[src/rtl/package_settings.sv]
// ---------------------------------------------------------------------------
// package_settings
// Project-wide data-path sizing shared by the v1 acquisition chain.
//   SIZE_FILTER_DATA : width of the trapezoidal filter output sample.
// ---------------------------------------------------------------------------
package package_settings;
  localparam int SIZE_FILTER_DATA = 16;
endpackage

[src/rtl/v1_peak_params.sv]
// ---------------------------------------------------------------------------
// v1_peak_params
// Shared definitions for the v1 peak detector:
//   peak_state_t : FSM states.
//   *_DEF        : default values for the detector parameters.
//   peak_rec_t   : amplitude/timestamp event record at the default TS width.
// ---------------------------------------------------------------------------
package v1_peak_params;
  import package_settings::*;

  typedef enum logic [2:0] {
    IDLE     = 3'd0,
    ARMED    = 3'd1,
    EMIT     = 3'd2,
    HOLDOFF  = 3'd3,
    WAIT_LOW = 3'd4
  } peak_state_t;

  localparam int THRESHOLD_DEF      = 100;
  localparam int HOLDOFF_CYCLES_DEF = 8;
  localparam int TS_W_DEF           = 32;
  localparam int MAX_WIDTH_DEF      = 64;

  // Pulse width and hold-off counters; width saturates at all-ones.
  localparam int CNT_W = 16;

  typedef struct packed {
    logic signed [SIZE_FILTER_DATA-1:0] amplitude;
    logic        [TS_W_DEF-1:0]         timestamp;
  } peak_rec_t;
endpackage

[src/rtl/v1_peak_out_slot.sv]
// ---------------------------------------------------------------------------
// v1_peak_out_slot
// Single-entry valid/ready holding register for event records.
//   clk, reset   : clock, synchronous active-high reset
//   load_i       : offer a new record this cycle
//   rec_i        : record offered
//   ready_i      : consumer accepts the held record
//   valid_o      : a record is held
//   rec_o        : held record (stable while valid_o && !ready_i)
//   drop_count_o : saturating count of offers refused because the slot was full
// ---------------------------------------------------------------------------
module v1_peak_out_slot
  import v1_peak_params::*;
#(
  parameter type rec_t = peak_rec_t
) (
  input  logic        clk,
  input  logic        reset,
  input  logic        load_i,
  input  rec_t        rec_i,
  input  logic        ready_i,
  output logic        valid_o,
  output rec_t        rec_o,
  output logic [15:0] drop_count_o
);

  logic        valid_q;
  rec_t        rec_q;
  logic [15:0] drop_q;
  logic        free;

  // Slot can take a record if empty or being drained this very cycle.
  assign free = !valid_q || ready_i;

  always_ff @(posedge clk) begin
    if (reset) begin
      valid_q <= 1'b0;
      rec_q   <= '0;
      drop_q  <= '0;
    end else if (load_i && free) begin
      // A simultaneous drain and load keeps valid high with the new record.
      rec_q   <= rec_i;
      valid_q <= 1'b1;
    end else begin
      // Here load_i implies a full slot with ready_i low: held record untouched.
      if (load_i && (drop_q != '1)) drop_q <= drop_q + 16'd1;
      if (ready_i) valid_q <= 1'b0;
    end
  end

  assign valid_o      = valid_q;
  assign rec_o        = rec_q;
  assign drop_count_o = drop_q;

endmodule

[src/rtl/v1_peak_detector.sv]
// ---------------------------------------------------------------------------
// v1_peak_detector
// Threshold-crossing pulse detector behind the v1 trapezoidal filter. Tracks
// the pulse maximum and the timestamp of its first occurrence, then hands one
// record per pulse to the readout stage over valid/ready, followed by a
// programmable hold-off.
//
// Ports:
//   clk, reset     : clock, synchronous active-high reset
//   in_data        : filtered sample (signed), one per clk
//   out_amplitude  : pulse maximum (signed)
//   out_timestamp  : timestamp of first sample at the maximum
//   out_valid      : record available; out_ready accepts it
//   drop_count     : events lost to a full output slot (saturating)
//   pileup_count   : events rejected as pile-up (saturating)
//   busy           : FSM not in IDLE
//
// Build option: define V1_PEAK_PILEUP_REJECT_EN to reject pulses that stay
// above threshold for MAX_WIDTH samples; otherwise pileup_count reads 0.
// ---------------------------------------------------------------------------
module v1_peak_detector
  import package_settings::*;
  import v1_peak_params::*;
#(
  parameter int THRESHOLD      = THRESHOLD_DEF,
  parameter int HOLDOFF_CYCLES = HOLDOFF_CYCLES_DEF,
  parameter int TS_W           = TS_W_DEF,
  parameter int MAX_WIDTH      = MAX_WIDTH_DEF
) (
  input  logic                        clk,
  input  logic                        reset,
  input  logic [SIZE_FILTER_DATA-1:0] in_data,
  output logic [SIZE_FILTER_DATA-1:0] out_amplitude,
  output logic [TS_W-1:0]             out_timestamp,
  output logic                        out_valid,
  input  logic                        out_ready,
  output logic [15:0]                 drop_count,
  output logic [15:0]                 pileup_count,
  output logic                        busy
);

  typedef struct packed {
    logic signed [SIZE_FILTER_DATA-1:0] amplitude;
    logic        [TS_W-1:0]             timestamp;
  } rec_t;

  localparam logic signed [SIZE_FILTER_DATA-1:0] THR     = SIZE_FILTER_DATA'(THRESHOLD);
  localparam logic        [CNT_W-1:0]            HO_LOAD = CNT_W'(HOLDOFF_CYCLES);

  logic signed [SIZE_FILTER_DATA-1:0] din_s;
  logic signed [SIZE_FILTER_DATA-1:0] max_q;
  logic        [TS_W-1:0]             ts_q, ts_d, max_ts_q;
  logic        [CNT_W-1:0]            width_q, width_inc, hold_q;
  peak_state_t                        state_q;
  logic                               above;
  rec_t                               rec_in, rec_out;

  assign din_s     = $signed(in_data);
  assign above     = din_s > THR;
  assign width_inc = (width_q == '1) ? width_q : width_q + CNT_W'(1);

  // Free-running timestamp; wrap is harmless.
  assign ts_d = ts_q + TS_W'(1);
  always_ff @(posedge clk) begin
    if (reset) ts_q <= '0;
    else       ts_q <= ts_d;
  end

`ifdef V1_PEAK_PILEUP_REJECT_EN
  logic        pile_q;
  logic [15:0] pileup_q;
`endif

  always_ff @(posedge clk) begin
    if (reset) begin
      state_q  <= IDLE;
      max_q    <= '0;
      max_ts_q <= '0;
      width_q  <= '0;
      hold_q   <= '0;
`ifdef V1_PEAK_PILEUP_REJECT_EN
      pile_q   <= 1'b0;
      pileup_q <= '0;
`endif
    end else begin
      unique case (state_q)
        IDLE: begin
          if (above) begin
            max_q    <= din_s;
            max_ts_q <= ts_q;
            width_q  <= CNT_W'(1);
            state_q  <= ARMED;
          end
        end
        ARMED: begin
          width_q <= width_inc;
          if (!above) begin
            // The closing sample never competes for the maximum.
            state_q <= EMIT;
          end else begin
            // Strict compare keeps the earliest sample on a plateau.
            if (din_s > max_q) begin
              max_q    <= din_s;
              max_ts_q <= ts_q;
            end
`ifdef V1_PEAK_PILEUP_REJECT_EN
            if (32'(width_inc) >= 32'(MAX_WIDTH)) begin
              pile_q  <= 1'b1;
              hold_q  <= HO_LOAD;
              state_q <= (HOLDOFF_CYCLES == 0) ? WAIT_LOW : HOLDOFF;
              if (pileup_q != '1) pileup_q <= pileup_q + 16'd1;
            end
`endif
          end
        end
        EMIT: begin
          // The output slot samples state_q == EMIT for its load strobe.
          hold_q  <= HO_LOAD;
          state_q <= (HOLDOFF_CYCLES == 0) ? IDLE : HOLDOFF;
        end
        HOLDOFF: begin
          // Loaded with N, this state lasts exactly N cycles.
          if (hold_q <= CNT_W'(1)) begin
`ifdef V1_PEAK_PILEUP_REJECT_EN
            state_q <= pile_q ? WAIT_LOW : IDLE;
`else
            state_q <= IDLE;
`endif
          end
          if (hold_q != '0) hold_q <= hold_q - CNT_W'(1);
        end
        WAIT_LOW: begin
          if (!above) begin
            state_q <= IDLE;
`ifdef V1_PEAK_PILEUP_REJECT_EN
            pile_q  <= 1'b0;
`endif
          end
        end
        default: state_q <= IDLE;
      endcase
    end
  end

`ifdef V1_PEAK_PILEUP_REJECT_EN
  assign pileup_count = pileup_q;
`else
  assign pileup_count = '0;
  logic unused_maxw;
  assign unused_maxw = (MAX_WIDTH != 0);
`endif

  assign rec_in = '{amplitude: max_q, timestamp: max_ts_q};

  v1_peak_out_slot #(
    .rec_t (rec_t)
  ) u_slot (
    .clk          (clk),
    .reset        (reset),
    .load_i       (state_q == EMIT),
    .rec_i        (rec_in),
    .ready_i      (out_ready),
    .valid_o      (out_valid),
    .rec_o        (rec_out),
    .drop_count_o (drop_count)
  );

  assign out_amplitude = rec_out.amplitude;
  assign out_timestamp = rec_out.timestamp;
  assign busy          = (state_q != IDLE);

endmodule

[config.mk]
export PLATFORM = sky130hd
export DESIGN_NAME = v1_peak_detector
export DESIGN_NICKNAME = d
export VERILOG_FILES = /design/src/rtl/package_settings.sv /design/src/rtl/v1_peak_params.sv /design/src/rtl/v1_peak_out_slot.sv /design/src/rtl/v1_peak_detector.sv
export SDC_FILE = /design/constraint.sdc
export NUM_CORES = 1
export LEC_CHECK = 0
export CAP_MARGIN = 20
export CELL_PAD_IN_SITES_DETAIL_PLACEMENT = 0
export CELL_PAD_IN_SITES_GLOBAL_PLACEMENT = 1
export CORE_MARGIN = 2
export CORE_UTILIZATION = 40
export DETAILED_ROUTE_END_ITERATION = 10
export PLACE_DENSITY_LB_ADDON = 0.1
export SKIP_LAST_GASP = 1
export SLEW_MARGIN = 10
export SYNTH_ARGS = -nofsm -noshare
export SYNTH_HDL_FRONTEND = slang
export SYNTH_SLANG_ARGS = --single-unit
[constraint.sdc]
create_clock -name clk -period 2.7 [get_ports clk]
set_input_delay 0.27 -clock clk [delete_from_list [all_inputs] [get_ports clk]]
set_output_delay 0.27 -clock clk [all_outputs]
set_load 0.05 [all_outputs]
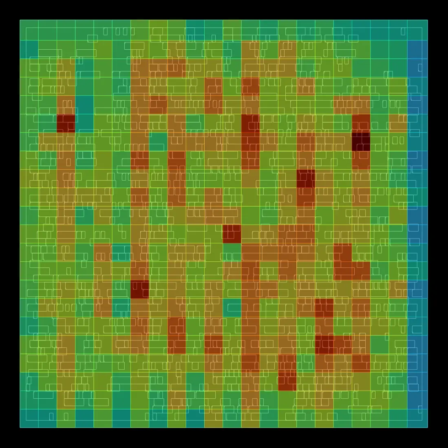
(congestion heat map)
routed wire length per instance: 15.9 um
met1 usage in global routing: 28.8%
busiest grt layer: met2
met3 track demand over resource in global routing: 3.50%

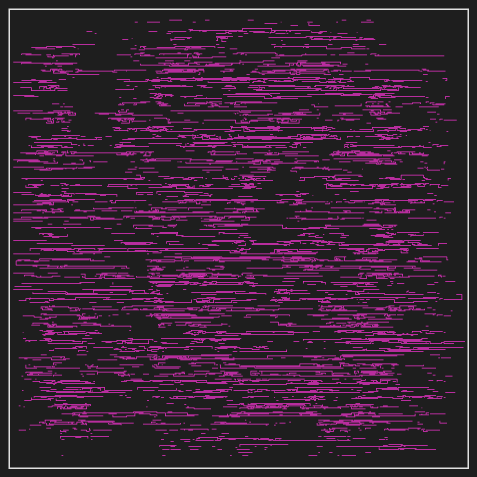
(metal 1)
(3 px per um)
share of all routed wire = 50%
longest straight run = 44.2 um
main direction = horizontal
wire length on this layer = 11,700 um
nets with wire on the layer = 1,141

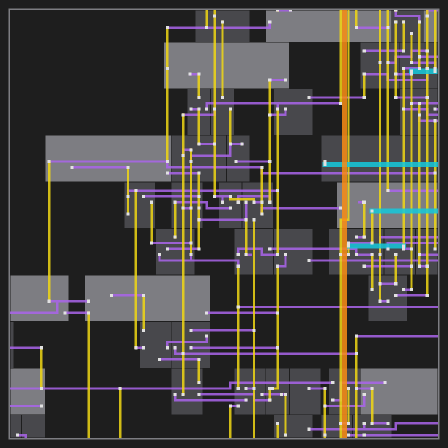
(layout detail)
Window x 26 to 51, y 102 to 127 um. Cells in grey, sequential cells in the stronger grey; small squares are vias.
purple -> met1
yellow -> met2
cyan -> met3
orange -> met4
cells with their middle in the window = 39
most frequent = dfxtp_1 (6), o21ai_0 (5), or3_1 (4)
sequential cells in the window = 6
netlist names of flops here include = ts_q (4)

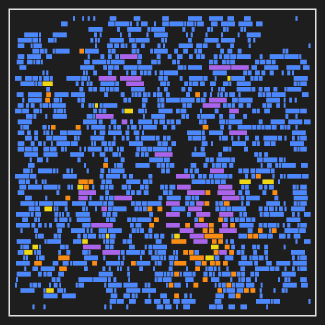
(cell sizes after repair)
(2 px per um)
blue -> drive 1 or less  # cells 1,079, most used dfxtp_1
yellow -> drive 2  # cells 16, most used clkinv_2
purple -> drive 6 and up  # cells 41, most used clkbuf_16
orange -> drive 3 to 4  # cells 64, most used buf_4
Area Growth Syn to Fin: 24.0%
setup ws final: 0.165 ns
Post-Layout Inst Area: 10,900 um^2
Buffers, non-clock: 151

==> notes.md <==
The synthesis and place-and-route flow finished, so here is a summary.

The total power came out at 0.00817 W. The overall track demand over capacity in global routing is 20.5%. The clock insertion delay at the later pin of the skew report is 0.43 ns. The maximum net fanout on the critical path is 10. Counting only logic cells after layout, the most numerous master is sky130_fd_sc_hd__dfxtp_1. Sorting the synthesized cells by area gives the leading types as sky130_fd_sc_hd__dfxtp_1 (37%), sky130_fd_sc_hd__nand2b_1 (6.9%), sky130_fd_sc_hd__nand2_1 (5.4%). By area, logic gates come first. After the flow finishes, the layout carries non-filler instances totaling 1,480. The TritonCTS clock tree is done. The share of synthesized area occupied by flip-flops and latches came out at 37.0%.

Per the STA report, the cell with the highest stage delay on the worst path is sky130_fd_sc_hd__or4_1. The flow ran to the end, and the final reports show no timing, DRC or antenna violations. The number of clock buffer instances in the layout is 19. The flip-flop and latch power is 0.00273 W.

The normalized max-slew margin is 51.2%. The most critical min-delay path falls under in -> reg. The cell area that synthesis handed to floorplanning was 8820 um^2.

Grouping stages by cell kind, the critical path spends the most delay in simple AND/OR/NAND/NOR gates. The setup skew after layout came out at 0.0119 ns. The logic area is 5060 um^2. The number of non-clock inverters in the layout came out at 33.

The utilization after layout is 50.3%. The complex-gate fraction of the synthesized area came out at 18.1%. The largest vdd supply drop came out at 0.495 mV.

The number of buffers inserted by hold repair at cts came out at 0. Counting pins that exceed their max-slew limit in the final report gives 0. The number of cells on the worst reg-to-reg path is 7.

The worst hold-check slack is 0.248 ns. In this design, the stage delay of the slowest critical-path cell is 0.58 ns. The highest metal layer carrying signal wires in the routed design is met4. The number of global-route vias before repair is 7,728. OpenROAD reports that the post-layout worst path occupies 93.9% of the period. Hold analysis shows the worst path with a depth of 2. The cell total after placement is 1,448. In the layout the commonest cells are sky130_fd_sc_hd__dfxtp_1 (163), sky130_fd_sc_hd__nand2_1 (126), sky130_fd_sc_hd__nand2b_1 (96), sky130_fd_sc_hd__clkdlybuf4s50_1 (83), sky130_fd_sc_hd__a21oi_1 (68).

The overall die width came out at 152 um. The number of synthesized register bits is 163. The share of the core area taken by cells at floorplan is 40.5%. 101 I/O pins were placed. The floorplan die area came out at 23,300 um^2. The sum of net half-perimeters after detailed placement is 15,400 um.

The first global-routing pass estimated 39,800 um of wire. Looking at the clock tree report, the root buffer type is sky130_fd_sc_hd__clkbuf_16. The power report lists cell-internal power as 0.00507 W. The fraction of area in clock buffers and inverters came out at 5.71%.

The post-synthesis async set-or-reset flop share is 0%. The final sum of negative setup slack came out at 0 ns. Summed over all nets, the switching power comes to 0.00310 W. Registers are responsible for 33.4% of the overall power.

The total number of nets in the final design came out at 1,230. The clock network power share came out at 31.8%. The detailed router's first-iteration violation count is 445. The number of antenna diodes in the final layout is 0.

The endpoint kind of the worst setup timing path is a flop. In this run the register-to-register setup slack is 0.17 ns. The proportion of cell area occupied by multi-input gates is 46.3%. The most common cell in the synthesized netlist is sky130_fd_sc_hd__dfxtp_1. Setup repair after global routing left no endpoint under its margin. The sequential cells in the finished layout cover a total of 3260 um^2.

The final layout contains a sequential cell count of 163. The data arrival time at the worst-slack endpoint is 2.84 ns. After clock tree synthesis, the setup repair step added 0 buffers.
No activity file was given, so power comes from the tool's default toggle rates.
